## config.mk

```make
export PLATFORM = sky130hd
export DESIGN_NAME = comple2_to_signmag_serial_flat
export DESIGN_NICKNAME = d
export VERILOG_FILES = /design/src/rtl/comple2_to_signmag_serial_if.sv /design/src/rtl/comple2_to_signmag_serial.sv /design/src/flat_wrapper.sv
export SDC_FILE = /design/constraint.sdc
export NUM_CORES = 1
export LEC_CHECK = 0
export CORE_ASPECT_RATIO = 1.2
export CORE_UTILIZATION = 56
export DETAILED_ROUTE_END_ITERATION = 8
export PLACE_DENSITY = 0.92
export SLEW_MARGIN = 10
export SYNTH_ARGS = -nofsm -noshare
export SYNTH_HDL_FRONTEND = slang
export SYNTH_SLANG_ARGS = --single-unit
```

## constraint.sdc

```tcl
create_clock -name clk -period 4.9 [get_ports clk]
set_clock_uncertainty 0.1 [all_clocks]
set_input_delay 1.47 -clock clk [delete_from_list [all_inputs] [get_ports clk]]
set_output_delay 1.47 -clock clk [all_outputs]
set_load 0.05 [all_outputs]
```

## src/rtl/comple2_to_signmag_serial_if.sv

```systemverilog
// comple2_to_signmag_serial_if: valid/ready bus carrying a two's-complement word in and sign-magnitude out
interface comple2_to_signmag_serial_if #(parameter int WIDTH = 16);
    logic             in_valid;
    logic             in_ready;
    logic [WIDTH-1:0] in_data;
    logic             out_valid;
    logic             out_ready;
    logic             out_sign;
    logic [WIDTH-1:0] out_mag;
    logic             out_minneg;
    modport master (output in_valid, in_data, out_ready,
                    input  in_ready, out_valid, out_sign, out_mag, out_minneg);
    modport slave  (input  in_valid, in_data, out_ready,
                    output in_ready, out_valid, out_sign, out_mag, out_minneg);
endinterface

```

## src/rtl/comple2_to_signmag_serial.sv

```systemverilog
// comple2_to_signmag_serial: bit-serial, LSB-first two's-complement to sign-magnitude converter.
// Define COMPLE2_SIGNMAG_FAST_EN to convert combinationally at acceptance (IDLE -> DONE, busy stays 0).
module comple2_to_signmag_serial #(
    parameter int WIDTH = 16,
    parameter int CNT_W = 5
) (
    input  logic clk,
    input  logic rst,
    comple2_to_signmag_serial_if.slave bus,
    output logic busy
);
    typedef enum logic [1:0] {IDLE, CONV, DONE} state_t;
    state_t           r_state;
    logic [WIDTH-1:0] r_sr, r_mag, r_out_mag;
    logic [CNT_W-1:0] r_cnt;
    logic             r_carry, r_sign, r_minneg;
    logic             r_in_ready, r_out_valid, r_out_sign, r_out_minneg, r_busy;
    logic             w_bit;
    logic             w_minneg;
    assign w_bit    = r_sign ? (~r_sr[0] ^ r_carry) : r_sr[0];
    assign w_minneg = bus.in_data == {1'b1, {(WIDTH-1){1'b0}}};
    assign bus.in_ready   = r_in_ready;
    assign bus.out_valid  = r_out_valid;
    assign bus.out_sign   = r_out_sign;
    assign bus.out_mag    = r_out_mag;
    assign bus.out_minneg = r_out_minneg;
    assign busy           = r_busy;
    always_ff @(posedge clk) begin
        if (rst) begin
            r_state      <= IDLE;
            r_sr         <= '0;
            r_mag        <= '0;
            r_cnt        <= '0;
            r_carry      <= 1'b0;
            r_sign       <= 1'b0;
            r_minneg     <= 1'b0;
            r_in_ready   <= 1'b1;
            r_out_valid  <= 1'b0;
            r_out_sign   <= 1'b0;
            r_out_mag    <= '0;
            r_out_minneg <= 1'b0;
            r_busy       <= 1'b0;
        end else begin
            case (r_state)
                IDLE: if (bus.in_valid) begin
                    r_in_ready <= 1'b0;
`ifdef COMPLE2_SIGNMAG_FAST_EN
                    r_state      <= DONE;
                    r_out_valid  <= 1'b1;
                    r_out_sign   <= bus.in_data[WIDTH-1];
                    r_out_mag    <= bus.in_data[WIDTH-1] ? ~bus.in_data + 1'b1 : bus.in_data;
                    r_out_minneg <= w_minneg;
`else
                    r_state  <= CONV;
                    r_busy   <= 1'b1;
                    r_sr     <= bus.in_data;
                    r_sign   <= bus.in_data[WIDTH-1];
                    r_carry  <= bus.in_data[WIDTH-1];
                    r_minneg <= w_minneg;
                    r_cnt    <= '0;
`endif
                end
                CONV: begin
                    // carry only propagates on the negate path; final carry-out is dropped
                    r_carry <= r_sign ? (~r_sr[0] & r_carry) : r_carry;
                    r_sr    <= r_sr >> 1;
                    r_mag   <= {w_bit, r_mag[WIDTH-1:1]};
                    r_cnt   <= r_cnt + 1'b1;
                    if (r_cnt == CNT_W'(WIDTH-1)) begin
                        r_state      <= DONE;
                        r_busy       <= 1'b0;
                        r_out_valid  <= 1'b1;
                        r_out_sign   <= r_sign;
                        r_out_mag    <= {w_bit, r_mag[WIDTH-1:1]};
                        r_out_minneg <= r_minneg;
                    end
                end
                DONE: if (bus.out_ready) begin
                    r_state      <= IDLE;
                    r_in_ready   <= 1'b1;
                    r_out_valid  <= 1'b0;
                    r_out_sign   <= 1'b0;
                    r_out_mag    <= '0;
                    r_out_minneg <= 1'b0;
                end
                default: r_state <= IDLE;
            endcase
        end
    end
endmodule

```

## src/flat_wrapper.sv

```systemverilog
// flat-port wrapper written by rule: the top's interface ports become plain ports
module comple2_to_signmag_serial_flat 
#(
    parameter int WIDTH = 16,
    parameter int CNT_W = 5
)
  (clk, rst, busy, bus_in_valid, bus_in_data, bus_out_ready, bus_in_ready, bus_out_valid, bus_out_sign, bus_out_mag, bus_out_minneg);
  comple2_to_signmag_serial_if #(.WIDTH(WIDTH)) bus_i ();
  input  logic clk;
  input  logic rst;
  output logic busy;
  input wire logic [$bits(bus_i.in_valid)-1:0] bus_in_valid;
  input wire logic [$bits(bus_i.in_data)-1:0] bus_in_data;
  input wire logic [$bits(bus_i.out_ready)-1:0] bus_out_ready;
  output wire logic [$bits(bus_i.in_ready)-1:0] bus_in_ready;
  output wire logic [$bits(bus_i.out_valid)-1:0] bus_out_valid;
  output wire logic [$bits(bus_i.out_sign)-1:0] bus_out_sign;
  output wire logic [$bits(bus_i.out_mag)-1:0] bus_out_mag;
  output wire logic [$bits(bus_i.out_minneg)-1:0] bus_out_minneg;
  assign bus_i.in_valid = bus_in_valid;
  assign bus_i.in_data = bus_in_data;
  assign bus_i.out_ready = bus_out_ready;
  assign bus_in_ready = bus_i.in_ready;
  assign bus_out_valid = bus_i.out_valid;
  assign bus_out_sign = bus_i.out_sign;
  assign bus_out_mag = bus_i.out_mag;
  assign bus_out_minneg = bus_i.out_minneg;
  comple2_to_signmag_serial #(.WIDTH(WIDTH), .CNT_W(CNT_W)) u_core (.clk(clk), .rst(rst), .bus(bus_i), .busy(busy));
endmodule
```

==> flow_summary.json, run 1 <==
{
  "status": "finished clean",
  "wl_um": 4770,
  "area_leaders": "dfxtp_1, mux2i_1, a22o_1",
  "drt_pass1_iterations": 4,
  "cp_max_fo": 25,
  "max_freq_mhz": 310,
  "p_leak_nw": 1.14,
  "slew_viol_final": 0,
  "port-buffer-count": 40,
  "antenna_found_initial": 0,
  "rsz0062_at_grt": "false",
  "grt_pass1_vias": 1771,
  "tightest_slew_ps": 1100,
  "logic_family": "AND-OR/OR-AND gates",
  "ys_sh_xor": 0,
  "routabilityCongestion": 0.808,
  "synth.most_common_cell": "dfxtp_1",
  "grt_pass1_wl_um": 7890,
  "final_antenna_net_count": 0,
  "ys_area_mm2": 0.00245,
  "dieHeight_um": 74.5,
  "crit_start": "bus_in_valid",
  "fin_nets": 308,
  "ctsResizeCount": 0,
  "synth_seq_share": 0.506,
  "area_delta_synth_final_pct": 22.8,
  "netlist.top_cell.by_area": "dfxtp_1",
  "cts_tree": "built",
  "dp.final_hpwl_um": 2900,
  "cp.arrival_ps": 3360,
  "cts.sinks": 62,
  "ys_async_sr_fraction": 0,
  "layout.area.comb_mm2": 0.00108,
  "vias_per_cell": 5.57,
  "ys_warn_count": 0,
  "drc": 0,
  "grt_overflow": 0,
  "grt_use_met1": 0.259,
  "hold_class": "flip-flop to flip-flop",
  "htree_levels": 3,
  "first_iter_violations": 96,
  "post-route-min-period_ps": 3220,
  "ys_sh_adder": 0.0153,
  "flop_area_mm2": 0.00124
}
## run 1: cell families (layout without fill, tap and decap cells)
kind of cell    count (synthesis)  after routing
fa+ha+maj                       3              3
compound gates                 68             68
buf+inv                        24             60
mux                            18             18
simple gates                   79             79
flops                          62             62
## run 1: power breakdown
group / switching (mW) / internal [mW]
sequential: 0.0133 / 0.523
clock: 0.197 / 0.299
combinational: 0.0572 / 0.0447
## run 1: per-layer routing
metal / routed length (um) / vias up
met4: 117 / 0
li1: - / 967
met3: 177 / 13
met1: 2130 / 904
met2: 2340 / 43
met5: 0 / -
## run 1: cell type report
type / instances / share of cell area
flip-flops and latches: 62 / 0.412
multi-input cells: 168 / 0.357
repair buffers: 40 / 0.131
clock buffers: 12 / 0.0482
clock inverters: 4 / 0.0232
well taps: 56 / 0.0232
inverters: 4 / 0.00498
## run 1: final timing paths
| kind | cells past startpoint | slack [ps] | end |
|---|---|---|---|
| min reg2reg | 1 | 360 | u_core.bus.out_mag[15] |
| max | 4 | 1680 | u_core.r_sr[5] |
| min | 1 | 360 | u_core.bus.out_mag[15] |
| max reg2reg | 6 | 2670 | u_core.bus.out_mag[12] |
## run 1: placed cells by master (no fill, tap or decap), drive strengths merged, types with 3 or more instances in the layout
cell,instances
a211oi,17
a21oi,24
a22o,17
clkbuf,12
clkdlybuf4s50,39
dfxtp,62
ha,3
inv,4
mux2i,17
nand2,32
nand2b,4
nand3,7
nor2,21
nor2b,3
nor4,4
## run 1: flip-flops by register name, summed over array words and instances, names as in the netlist
register,cells
u_core.r_mag,15
u_core.busy,1
u_core.bus.in_ready,1
u_core.bus.out_sign,1
u_core.r_state,2
u_core.r_minneg,1
u_core.r_cnt,5
u_core.r_sr,16
u_core.r_carry,1
u_core.bus.out_minneg,1
u_core.bus.out_valid,1
u_core.r_sign,1
u_core.bus.out_mag,16
## run 1: metrics by stage
stage                     utilization  cell area (um^2)  worst slack, ps
after global routing            0.713              3010             1570
final                           0.713              3010             1680
after floorplan                     -              2450             2310
after CTS                       0.713              3010             1670
after global placement          0.662              2800             1420
after detailed placement        0.662              2800             1330
## run 1: worst max-delay path, cell delays in order
cell             delay (ps)
clkdlybuf4s50_1         500
or3b_1                  810
mux2i_1                 250
a211oi_1                320
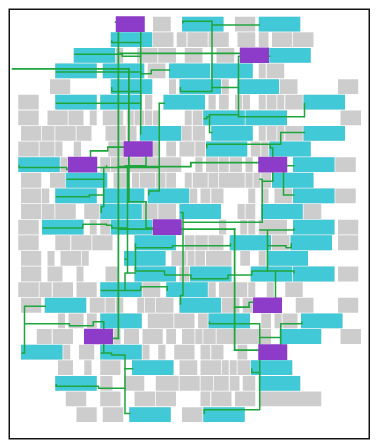
Run 1: routed clock nets over the placement
[purple] clock drivers | count: 9
[cyan] flip-flops | count: 62
[green] clock wires | length: 779 um
flops lie	spread over the die

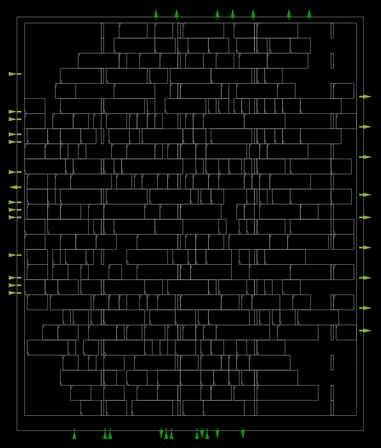
Run 1: placed standard cells
Tapcells: 56
Fillers: 308
num sequential: 62
Placement Rows: 26
Core Area: 0.00423 mm^2

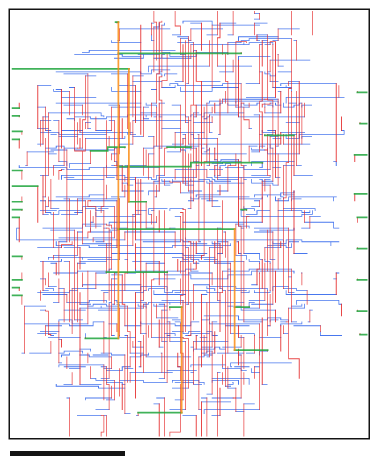
Run 1: routed metal, one color a layer
Bar = 20 um.
color	layer	wire length
green	metal 3	178 um
orange	metal 4	118 um
red	metal 2	2340 um
blue	metal 1	2130 um

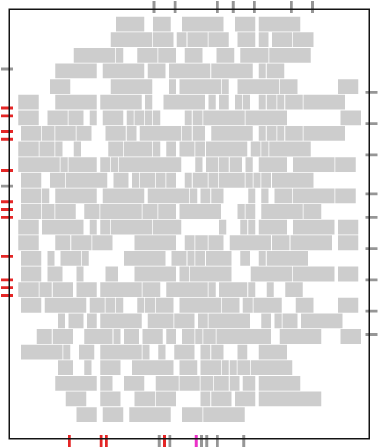
Run 1: pin placement
Pins as bars across the die edge, other pins in gray.
color	port	pins	direction	edge
magenta	bus_out_ready	1	input	bottom
red	bus_in_data	16	input	12 left, 4 bottom
all pins by edge	14 left, 11 bottom, 9 right, 7 top

==> inputs of run 2 (changes only) <==
- CORE_UTILIZATION: 56 -> 47
- PLACE_DENSITY: 0.92 -> 0.84
- clock period: 4.9 -> 2.7 ns (I/O delays scaled with it)
==> run 2 against run 1 <==
Net effect: non-clock buffer count grew 5; synthesized cell count is the same; die area grew 19%; wire length shrank 5.9%; first-iteration DRC count shrank 15%; power grew 82%; clock power grew 81%; cell count grew 2.6%; synthesized area is the same; highest routed layer unchanged; sequential power grew 81%.
==> flow_summary.json, run 2 <==
{
  "port-buffer-count": 40,
  "grt_pass1_wl_um": 7800,
  "critical_path.max_stage_delay_ps": 820,
  "area_leaders": "dfxtp_1, mux2i_1, a22o_1",
  "tightest_slew_ps": 769,
  "antenna_found_initial": 0,
  "post-route-min-period_ps": 2430,
  "cp_max_fo": 2,
  "hold_class": "flip-flop to flip-flop",
  "area_delta_synth_final_pct": 25.5,
  "row_count": 28,
  "rsz0062_at_grt": "false",
  "synth_seq_share": 0.506,
  "cp.arrival_ps": 1520,
  "final_antenna_net_count": 0,
  "status": "finished clean",
  "fin_nets": 313,
  "setup_ws_ps": 272,
  "slew_viol_final": 0,
  "ys_area_mm2": 0.00245,
  "path_cells": "clkdlybuf4s50_1",
  "grt_overflow": 0,
  "critPathTopFamily": "buffers and inverters",
  "dieHeight_um": 81.2,
  "ys_async_sr_fraction": 0,
  "cts_tree": "built",
  "vdd_ir_drop_max_mv": 0.407,
  "core-area_mm2": 0.00497,
  "ctsResizeCount": 0,
  "drc": 0,
  "cts.sinks": 62,
  "max_freq_mhz": 412,
  "vias_per_cell": 5.42,
  "routabilityCongestion": 0.811,
  "grt_pass1_vias": 1845,
  "routed-wl-met2_um": 2170,
  "synth.most_common_cell": "dfxtp_1",
  "dp.final_hpwl_um": 2970,
  "dr_wl_met3_um": 167,
  "wl_um": 4490,
  "post-place-ws_ps": 201,
  "drt_pass1_iterations": 4,
  "first_iter_violations": 82,
  "htree_levels": 3
}
-- run 2: cell counts after synthesis --
Identical to the previous run, type by type.
-- run 2: logic make-up after synthesis --
kind of cell / Yosys count / share of synthesized area
flip-flops: 62 / 0.506
AND/OR/NAND/NOR: 79 / 0.151
buffers and inverters: 24 / 0.0566
adder cells (fa/ha/maj): 3 / 0.0153
multiplexers: 18 / 0.0739
AND-OR/OR-AND: 68 / 0.198
-- run 2: layout make-up --
class	instances	area (um^2)
Inverter	4	15.0
Multi-Input combinational cell	168	1080
Tap cell	60	75.1
Clock inverter	6	85.1
Fill cell	414	1890
Clock buffer	10	138
Sequential cell	62	1240
Timing Repair Buffer	45	450
-- run 2: metal layers --
layer | vias to the layer above | global-route usage
met3 | 8 | 0.0604
met4 | 0 | 0.110
met1 | 899 | 0.222
met2 | 35 | 0.304
met5 | - | 0
li1 | 983 | -
-- run 2: path summary, 6_finish.rpt --
| path | to | cells past startpoint | slack (ps) | from |
|---|---|---|---|---|
| max | bus_out_minneg | 1 | 270 | u_core.bus.out_minneg |
| min | u_core.r_mag[1] | 2 | 360 | u_core.r_mag[1] |
| max reg2reg | u_core.bus.out_mag[12] | 6 | 530 | u_core.r_cnt[0] |
| min reg2reg | u_core.r_mag[1] | 2 | 360 | u_core.r_mag[1] |
-- run 2: where the power goes --
part	internal, mW	switching [mW]	leakage (nW)
clock network	0.541	0.355	0.108
logic	0.0900	0.104	0.556
registers	0.949	0.0228	0.505
total	1.58	0.481	1.17
-- run 2: stage by stage --
step | area, um^2 | utilization | hold slack, ps
final | 3080 | 0.619 | 357
after global routing | 3080 | 0.619 | 383
after CTS | 3080 | 0.619 | 360
after detailed placement | 2860 | 0.575 | 351
after global placement | 2860 | 0.575 | 345
after floorplan | 2450 | - | 337
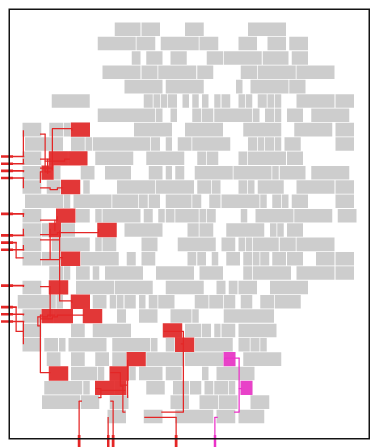
Run 2: I/O nets highlighted
color	port	bits	direction	edge	end cells	buffers	wire
red	bus_in_data	16	input	12 left, 4 bottom	21	16	248 um
magenta	bus_out_ready	1	input	bottom	2	1	18.7 um

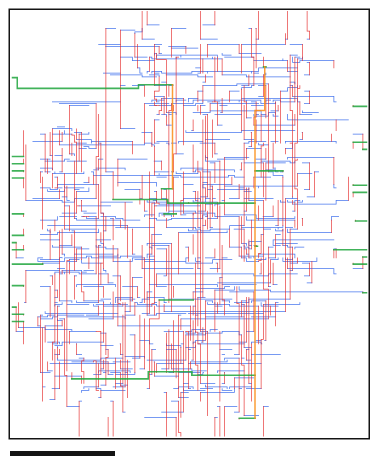
Run 2: routed metal, one color a layer
Bar = 20 um.
color	layer	wire length
orange	metal 4	88.2 um
blue	metal 1	2060 um
red	metal 2	2170 um
green	metal 3	168 um

Run 2, routed clock nets over the placement:
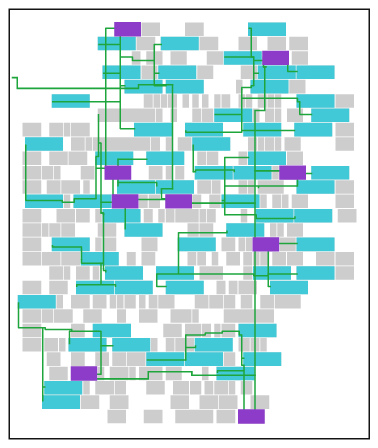

==> inputs of run 3 (changes only) <==
- CORE_ASPECT_RATIO: 1.2 -> default
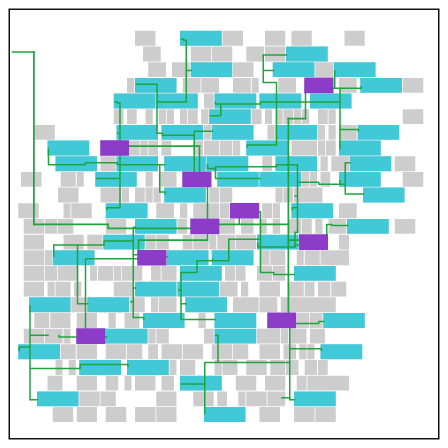
Run 3: routed clock nets over the placement
[purple] clock drivers | count: 9
[green] clock wires | length: 695 um
[cyan] flip-flops | count: 62
flops lie	spread over the die
routed clock nets	10

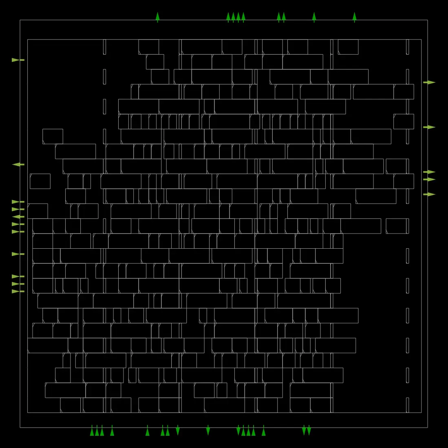
Run 3: placed standard cells
fin util: 0.625
Placement Rows: 25
final non-filler cell total: 362
Tapcells: 67

==> run 3 against run 2 <==
Net effect: cell count is 2.0% higher; global-route usage up 1.5 points; power shrank 7.9%; register-to-register slack worse by 140 ps; worst hold slack got worse by 2.8 ps; sequential power is essentially flat; critical endpoint is now bus_out_valid; largest cell class unchanged.
==> flow_summary.json, run 3 <==
{
  "status": "finished clean",
  "ys_async_sr_fraction": 0,
  "antenna_found_initial": 0,
  "slew_viol_final": 0,
  "critical_path.max_stage_delay_ps": 820,
  "core-area_mm2": 0.00488,
  "drt_pass1_iterations": 4,
  "routabilityCongestion": 0.782,
  "ctsResizeCount": 0,
  "vdd_ir_drop_max_mv": 0.425,
  "path_cells": "clkdlybuf4s50_1",
  "rsz0062_at_grt": "false",
  "cp.arrival_ps": 1530,
  "dieHeight_um": 74.3,
  "grt_overflow": 0,
  "ys_sh_adder": 0.0153,
  "final_cell_mix": "dfxtp_1, clkdlybuf4s50_1, nand2_1, a21oi_1, nor2_1",
  "ys_area_mm2": 0.00245,
  "tightest_slew_ps": 823,
  "synth_seq_share": 0.506,
  "synth.most_common_cell": "dfxtp_1",
  "port-buffer-count": 40,
  "cp_max_fo": 3,
  "simple_gate_area_frac": 0.151,
  "drc": 0,
  "max_freq_mhz": 410,
  "fin_nets": 313,
  "crit_buf_inv": 1
}
[run 3: worst register-to-register path, delay by kind of cell (launching register included)]
| family | cells | cell delay [ps] |
|---|---|---|
| and+or+nand+nor | 3 | 1030 |
| adders and majority gates | 2 | 480 |
| DFF | 1 | 380 |
| AOI/OAI and AO/OA | 1 | 260 |
[run 3: cell type report]
type,instances,area (um^2),share of cell area
Clock buffer,10,138,0.0451
Clock inverter,6,47.5,0.0156
Inverter,4,15.0,0.00492
Multi-Input combinational cell,168,1070,0.352
Sequential cell,62,1240,0.407
Tap cell,67,83.8,0.0275
Timing Repair Buffer,45,450,0.148
[run 3: routing by layer]
layer,GRT usage,part of all wire,vias up
met5,0,0,-
li1,-,-,978
met1,0.236,0.46,930
met2,0.352,0.50,40
met4,0.0692,0.013,0
met3,0.0813,0.035,6
[run 3: worst paths after layout]
check	startpoint	endpoint	slack, ps	depth (start not counted)
min reg2reg	u_core.busy	u_core.busy	350	2
max reg2reg	u_core.r_cnt[0]	u_core.bus.out_mag[10]	390	6
min	u_core.busy	u_core.busy	350	2
max	u_core.bus.out_valid	bus_out_valid	260	1
[run 3: kinds of logic (layout without fill, tap and decap cells)]
logic type / Yosys count / after routing
buffers and inverters: 24 / 65
AOI/OAI and AO/OA: 68 / 68
adders and majority gates: 3 / 3
DFF: 62 / 62
and+or+nand+nor: 79 / 79
muxes: 18 / 18
[run 3: power breakdown]
part,leakage (nW),internal [mW],switching (mW),total [mW]
Sequential,0.505,0.949,0.0228,0.972
Clock,0.0924,0.362,0.369,0.731
Combinational,0.556,0.0891,0.107,0.196
[run 3: per-stage QoR]
step | total power [mW] | worst slack [ps]
floorplan | 1.13 | 772
global placement | 1.18 | 218
detailed placement | 1.19 | 184
CTS | 1.91 | 252
global route | 1.98 | 219
finish | 1.90 | 263
Power and IR drop assume default switching activity.
